**src/rtl/fifo_pkg.sv**
```systemverilog
// Shared defaults and helpers for the synchronous FIFO family.
package fifo_pkg;

  localparam int DEFAULT_DATA_WIDTH = 16;
  localparam int DEFAULT_DEPTH      = 8;

  // Pointer width: address bits plus one wrap bit to tell full from empty.
  function automatic int ptr_width(input int depth);
    return $clog2(depth) + 1;
  endfunction

endpackage

```
**src/rtl/sync_fifo_mem.sv**
```systemverilog
// FIFO storage: one write port, one registered read port, contents never reset.
module sync_fifo_mem #(
  parameter int DATA_WIDTH = 16,
  parameter int ADDR_W     = 3
) (
  input  logic                  clk,
  input  logic                  wr_en,
  input  logic [ADDR_W-1:0]     wr_addr,
  input  logic [DATA_WIDTH-1:0] wr_data,
  input  logic                  rd_en,
  input  logic [ADDR_W-1:0]     rd_addr,
  output logic [DATA_WIDTH-1:0] rd_data
);

  logic [DATA_WIDTH-1:0] mem_array [0:(1<<ADDR_W)-1];

  // Write and registered read; a same-address read returns the old word.
  always_ff @(posedge clk) begin
    if (wr_en) begin
      mem_array[wr_addr] <= wr_data;
    end
    if (rd_en) begin
      rd_data <= mem_array[rd_addr];
    end
  end

endmodule

```
**src/rtl/sync_fifo.sv**
```systemverilog
// Synchronous FIFO: wrap-bit pointers, registered read data, error pulses.
module sync_fifo
  import fifo_pkg::*;
#(
  parameter int DATA_WIDTH     = DEFAULT_DATA_WIDTH,
  parameter int DEPTH          = DEFAULT_DEPTH,
  parameter int ALMOST_FULL_TH = DEPTH - 1
) (
  input  logic                   clk,
  input  logic                   rst_n,
  input  logic                   w_en,
  input  logic [DATA_WIDTH-1:0]  data_in,
  output logic                   full,
  output logic                   almost_full,
  input  logic                   r_en,
  output logic [DATA_WIDTH-1:0]  data_out,
  output logic                   empty,
  output logic [$clog2(DEPTH):0] count,
  output logic                   overflow,
  output logic                   underflow
);

  localparam int PTR_W = ptr_width(DEPTH);
  localparam int ADDR_W = PTR_W - 1;
  localparam logic [PTR_W-1:0] AF_TH = PTR_W'(ALMOST_FULL_TH);
  localparam logic [PTR_W-1:0] PTR_ONE = PTR_W'(1);

  logic [PTR_W-1:0]      wr_ptr_reg;
  logic [PTR_W-1:0]      rd_ptr_reg;
  logic                  overflow_reg;
  logic                  underflow_reg;
  logic                  rd_seen_reg;
  logic                  wr_acc;
  logic                  rd_acc;
  logic [DATA_WIDTH-1:0] mem_rd_data;

  assign empty = (wr_ptr_reg == rd_ptr_reg);
  assign full  = (wr_ptr_reg[ADDR_W-1:0] == rd_ptr_reg[ADDR_W-1:0]) &&
                 (wr_ptr_reg[ADDR_W] != rd_ptr_reg[ADDR_W]);

  // A read frees a slot on the same edge, so a full FIFO still takes a write.
  assign rd_acc = r_en && !empty;
  assign wr_acc = w_en && (!full || rd_acc);

  assign count       = wr_ptr_reg - rd_ptr_reg;
  assign almost_full = (count >= AF_TH);
  assign overflow    = overflow_reg;
  assign underflow   = underflow_reg;

  // The storage read register has no reset; until the first accepted read
  // after reset the output is forced to zero, which also makes reset
  // take effect on data_out immediately.
  assign data_out = rd_seen_reg ? mem_rd_data : '0;

  sync_fifo_mem #(
    .DATA_WIDTH (DATA_WIDTH),
    .ADDR_W     (ADDR_W)
  ) u_mem (
    .clk     (clk),
    .wr_en   (wr_acc),
    .wr_addr (wr_ptr_reg[ADDR_W-1:0]),
    .wr_data (data_in),
    .rd_en   (rd_acc),
    .rd_addr (rd_ptr_reg[ADDR_W-1:0]),
    .rd_data (mem_rd_data)
  );

  // Pointer advance on accepted transfers.
  always_ff @(posedge clk or negedge rst_n) begin
    if (!rst_n) begin
      wr_ptr_reg <= '0;
      rd_ptr_reg <= '0;
    end else begin
      if (wr_acc) begin
        wr_ptr_reg <= wr_ptr_reg + PTR_ONE;
      end
      if (rd_acc) begin
        rd_ptr_reg <= rd_ptr_reg + PTR_ONE;
      end
    end
  end

  // Registered one-cycle pulses for rejected requests, plus read-seen flag.
  always_ff @(posedge clk or negedge rst_n) begin
    if (!rst_n) begin
      overflow_reg  <= 1'b0;
      underflow_reg <= 1'b0;
      rd_seen_reg   <= 1'b0;
    end else begin
      overflow_reg  <= w_en && !wr_acc;
      underflow_reg <= r_en && empty;
      if (rd_acc) begin
        rd_seen_reg <= 1'b1;
      end
    end
  end

endmodule
```
**config.mk**
```make
export PLATFORM = sky130hd
export DESIGN_NAME = sync_fifo
export DESIGN_NICKNAME = d
export VERILOG_FILES = /design/src/rtl/fifo_pkg.sv /design/src/rtl/sync_fifo_mem.sv /design/src/rtl/sync_fifo.sv
export SDC_FILE = /design/constraint.sdc
export NUM_CORES = 1
export LEC_CHECK = 0
export CAP_MARGIN = 20
export CORE_AREA = 2 2 120 122
export DETAILED_ROUTE_END_ITERATION = 10
export DIE_AREA = 0 0 122 124
export DONT_BUFFER_PORTS = 1
export PLACE_DENSITY = 0.62
export REMOVE_ABC_BUFFERS = 1
export SKIP_CTS_REPAIR_TIMING = 1
export SLEW_MARGIN = 20
export SYNTH_ARGS = -nofsm -noshare
export SYNTH_HDL_FRONTEND = slang
export SYNTH_SLANG_ARGS = --single-unit
```
**constraint.sdc**
```tcl
create_clock -name clk -period 5.15 [get_ports clk]
set_input_delay 1.03 -clock clk [delete_from_list [all_inputs] [get_ports clk]]
set_output_delay 1.03 -clock clk [all_outputs]
set_load 0.05 [all_outputs]
```
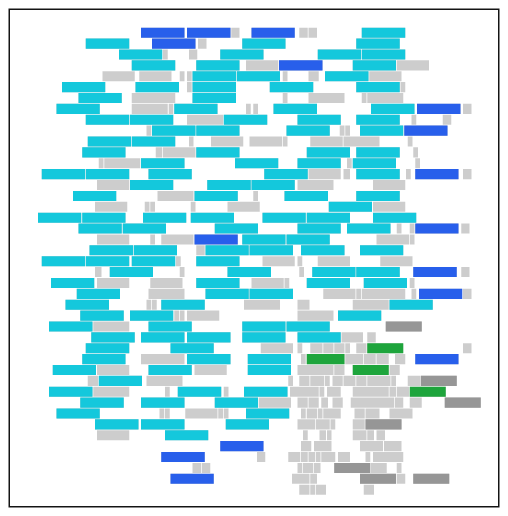
run_1/flops_by_reg.png
Scale: 4 px per µm. Other sequential cells in the stronger grey, the rest of the logic in the fainter grey.
legend:
  blue:
    name_in_the_netlist: u_mem.rd_data
    flops: 16
  cyan:
    name_in_the_netlist: u_mem.mem_array
    flops: 128
  green:
    name_in_the_netlist: rd_ptr_reg
    flops: 4
not coloured: 7

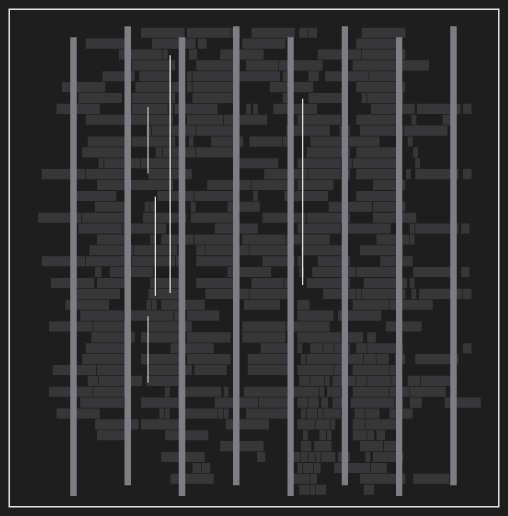
run_1/layer_met4.png
Scale: 4 px per µm. Supply wires on this layer in grey.
wire length on this layer: 163 µm
main direction: vertical
longest straight run: 59.2 µm
share of all routed wire: 1.5%
nets with wire on the layer: 2

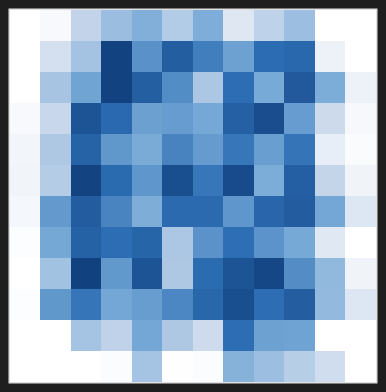
run_1/cell_density.png
Scale: 3 px per µm. 12 x 12 tiles, from white (low) to dark blue (high), 0 to 100% covered.
nearly empty tiles: 14%
tiles over 75% full: 26%
mean over tiles: 45%

==> impl_metrics.env, run 1 <==
# flow metrics
export IMPL_htreeDepth=4
export IMPL_grt_pass1_vias=3036
export IMPL_cp_slowest_cell="nor2_1"
export IMPL_drv_slew=0
export IMPL_area_growth_pct=14.36
export IMPL_row_count=43
export IMPL_first_pass_iters=4
export IMPL_grt_most_used_layer="met2"
export IMPL_cp_start_kind="register"
export IMPL_end_kind="output port"
export IMPL_met3WireLength_um=507
export IMPL_cts_buffer_depth=2
export IMPL_utilization=0.5121
export IMPL_largest_cell_class="registers"
export IMPL_numSynthFlops=155
export IMPL_core_um2=13720
export IMPL_comb_share=0.2075
export IMPL_placed_area_um2=6419
export IMPL_sh_seq_area=0.6549
export IMPL_regArea_um2=4601
export IMPL_status="complete, no violations"
export IMPL_via_count=2824
export IMPL_final_cells=536
[run 1: worst paths after layout]
check	cells after the start	end	from
max	5	empty	rd_ptr_reg[1]$_DFFE_PN0P_
min	0	underflow$_DFF_PN0_	rst_n
max reg2reg	6	u_mem.mem_array[7][9]$_DFFE_PP_	rd_ptr_reg[1]$_DFFE_PN0P_
min reg2reg	1	rd_ptr_reg[3]$_DFFE_PN0P_	rd_ptr_reg[3]$_DFFE_PN0P_
max in group asynchronous	0	rd_ptr_reg[0]$_DFFE_PN0P_	rst_n
min in group clk	1	rd_ptr_reg[3]$_DFFE_PN0P_	rd_ptr_reg[3]$_DFFE_PN0P_
[run 1: worst register-to-register path, delay by kind of cell, from the launching register on]
kind / cells / cell delay (ns)
flops: 1 / 0.32
buf+inv: 3 / 1.05
fa+ha+maj: 1 / 0.36
simple gates: 1 / 0.23
compound gates: 1 / 0.35
[run 1: kinds of logic (layout without fill, tap and decap cells)]
logic type                 Yosys count  in the layout  synth area share
buffers and inverters               22             54           0.01833
DFF                                155            155            0.7487
muxes                               34             34            0.1216
AOI/OAI and AO/OA                   10             10           0.01589
adders and majority gates            6              6           0.01344
xor gates and xnor gates             9              9           0.01405
and+or+nand+nor                     88             88           0.06803
[run 1: synth_stat cells (all sizes together) (6+ instances only)]
cell type | count | area (µm²)
edfxtp | 144 | 4324
mux4 | 32 | 720.7
and2 | 18 | 112.6
dfrtp | 11 | 275.3
buf | 8 | 58.80
xnor2 | 7 | 68.82
nand2 | 49 | 183.9
inv | 7 | 26.28
clkbuf | 6 | 23.77
[run 1: power by group]
part	internal [mW]	switching, mW	leakage [nW]
Sequential	1.69	0.102	1.45
Combinational	0.548	1.17	0.651
Clock	0.803	0.462	0.288
Total	3.04	1.73	2.39
run_1/wires.png
Scale: 4 px per µm.
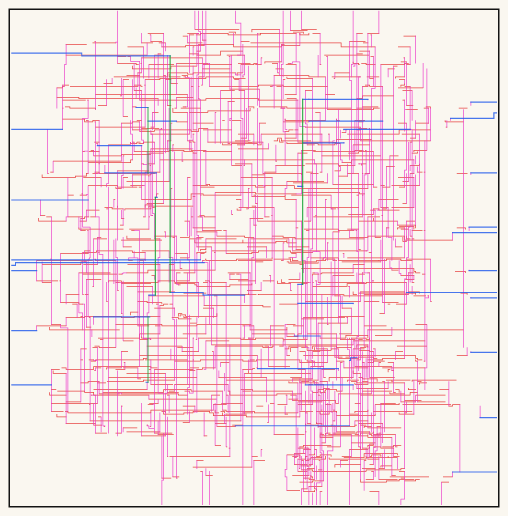

==> inputs of run 2 (changes only) <==
--- a/config.mk
+++ b/config.mk
@@ -10,7 +10,7 @@
 export DETAILED_ROUTE_END_ITERATION = 10
 export DIE_AREA = 0 0 122 124
 export DONT_BUFFER_PORTS = 1
-export PLACE_DENSITY = 0.62
+export PLACE_DENSITY = 0.64
 export REMOVE_ABC_BUFFERS = 1
 export SKIP_CTS_REPAIR_TIMING = 1
 export SLEW_MARGIN = 20
==> constraint.sdc (replaced) <==
create_clock -name clk -period 3.2 [get_ports clk]
set_input_delay 0.64 -clock clk [delete_from_list [all_inputs] [get_ports clk]]
set_output_delay 0.64 -clock clk [all_outputs]
set_load 0.05 [all_outputs]
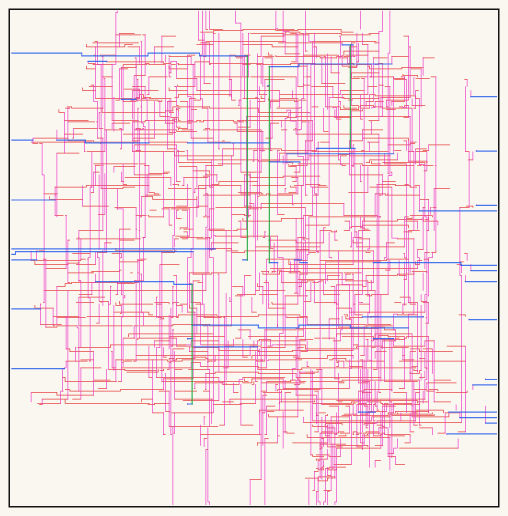
run_2/wires.png
Scale: 4 px per µm.
legend:
  green:
    layer: metal 4
    wire_length: 156 µm
  magenta:
    layer: metal 2
    wire_length: 5760 µm
  red:
    layer: metal 1
    wire_length: 4780 µm
  blue:
    layer: metal 3
    wire_length: 594 µm

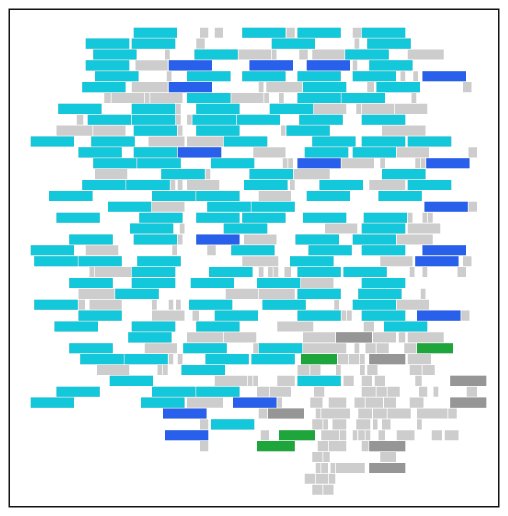
run_2/flops_by_reg.png
Scale: 4 px per µm. Other sequential cells in the stronger grey, the rest of the logic in the fainter grey.
legend:
  green:
    name_in_the_netlist: rd_ptr_reg
    flops: 4
    where: south
  cyan:
    name_in_the_netlist: u_mem.mem_array
    flops: 128
  blue:
    name_in_the_netlist: u_mem.rd_data
    flops: 16

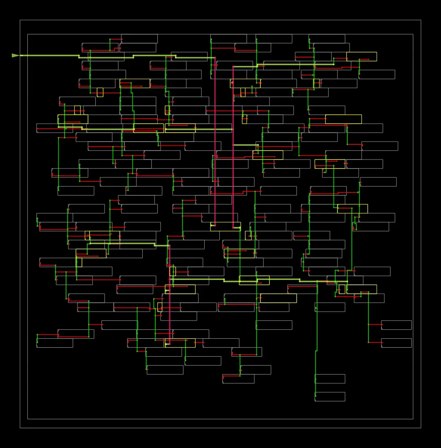
run_2/clocks.png
Clk power: 1.84 mW
Worst-Skew Late Latency: 0.42 ns

==> impl_metrics.env, run 2 <==
# flow metrics
export IMPL_via_count=2850
export IMPL_power_frac_seq=0.378
export IMPL_switching_power_mw=2.794
export IMPL_min_path_cells=0
export IMPL_share_comb_of_total_power=0.380
export IMPL_pwr_share_clk=0.242
export IMPL_power_group_top="combinational cells"
export IMPL_r2r_start="wr_ptr_reg[2]$_DFFE_PN0P_"
export IMPL_htreeDepth=4
export IMPL_placed_area_um2=6454
export IMPL_status="complete, no violations"
export IMPL_row_count=43
export IMPL_final_cells=539
export IMPL_cp_startpoint="wr_ptr_reg[0]$_DFFE_PN0P_"
export IMPL_synthTopCellsByCount="144 x edfxtp_1, 49 x nand2_1, 32 x mux4_2"
export IMPL_cp_start_kind="register"
export IMPL_grt_pass1_vias=3008
export IMPL_regArea_um2=4601
export IMPL_area_growth_pct=13.99
export IMPL_power_sequential_mw=2.88
export IMPL_utilization=0.5104
export IMPL_cp_depth=8
export IMPL_cp_slowest_cell="dfrtp_1"
[run 2: cell count changes in the layout (fill, tap and decap cells not counted)]
cell	delta
buf_12	+1
clkinvlp_4	-3
clkinv_2	+4
bufinv_16	-2
buf_4	+2
dlygate4sd3_1	+1
clkinv_4	-1
clkbuf_1	+1
[run 2: routing by layer]
metal	global-route usage	routed length [µm]	vias to the layer above
li1	-	-	1302
met1	0.2091	4781	1478
met2	0.2668	5757	57
met3	0.05861	593	13
met4	0.07184	155	0
met5	0	0	-
[run 2: final timing paths]
path | endpoint
min in group asynchronous | wr_ptr_reg[0]$_DFFE_PN0P_
worst min-delay path | u_mem.mem_array[0][11]$_DFFE_PP_
worst max register to register | u_mem.mem_array[7][3]$_DFFE_PP_
max in group asynchronous | rd_ptr_reg[0]$_DFFE_PN0P_
worst min register to register | wr_ptr_reg[3]$_DFFE_PN0P_
worst max-delay path | almost_full
[run 2: logic make-up (layout without fill, tap and decap cells)]
group / after synthesis / in the layout / synth area share
flip-flops: 155 / 155 / 0.7487
buffers and inverters: 22 / 57 / 0.01833
AND/OR/NAND/NOR: 88 / 88 / 0.06803
AND-OR/OR-AND: 10 / 10 / 0.01589
adder cells (fa/ha/maj): 6 / 6 / 0.01344
XOR/XNOR: 9 / 9 / 0.01405
multiplexers: 34 / 34 / 0.1216
[run 2: area by class of cell]
cell class / instances / share of cell area
inverter: 8 / 0.004288
clock buffer: 19 / 0.06182
clock inverter: 12 / 0.01519
timing repair buffer: 18 / 0.02144
multi-input combinational: 147 / 0.2081
sequential: 155 / 0.6570
tap: 180 / 0.03216
[run 2: worst reg2reg max path, delay by kind of cell (launching register included)]
family,cells,cell delay (ns)
AOI/OAI and AO/OA,1,0.38
buffers and inverters,1,0.43
adders and majority gates,1,0.43
and+or+nand+nor,1,0.30
DFF,1,0.50
Power is estimated from default activity; no workload was simulated.
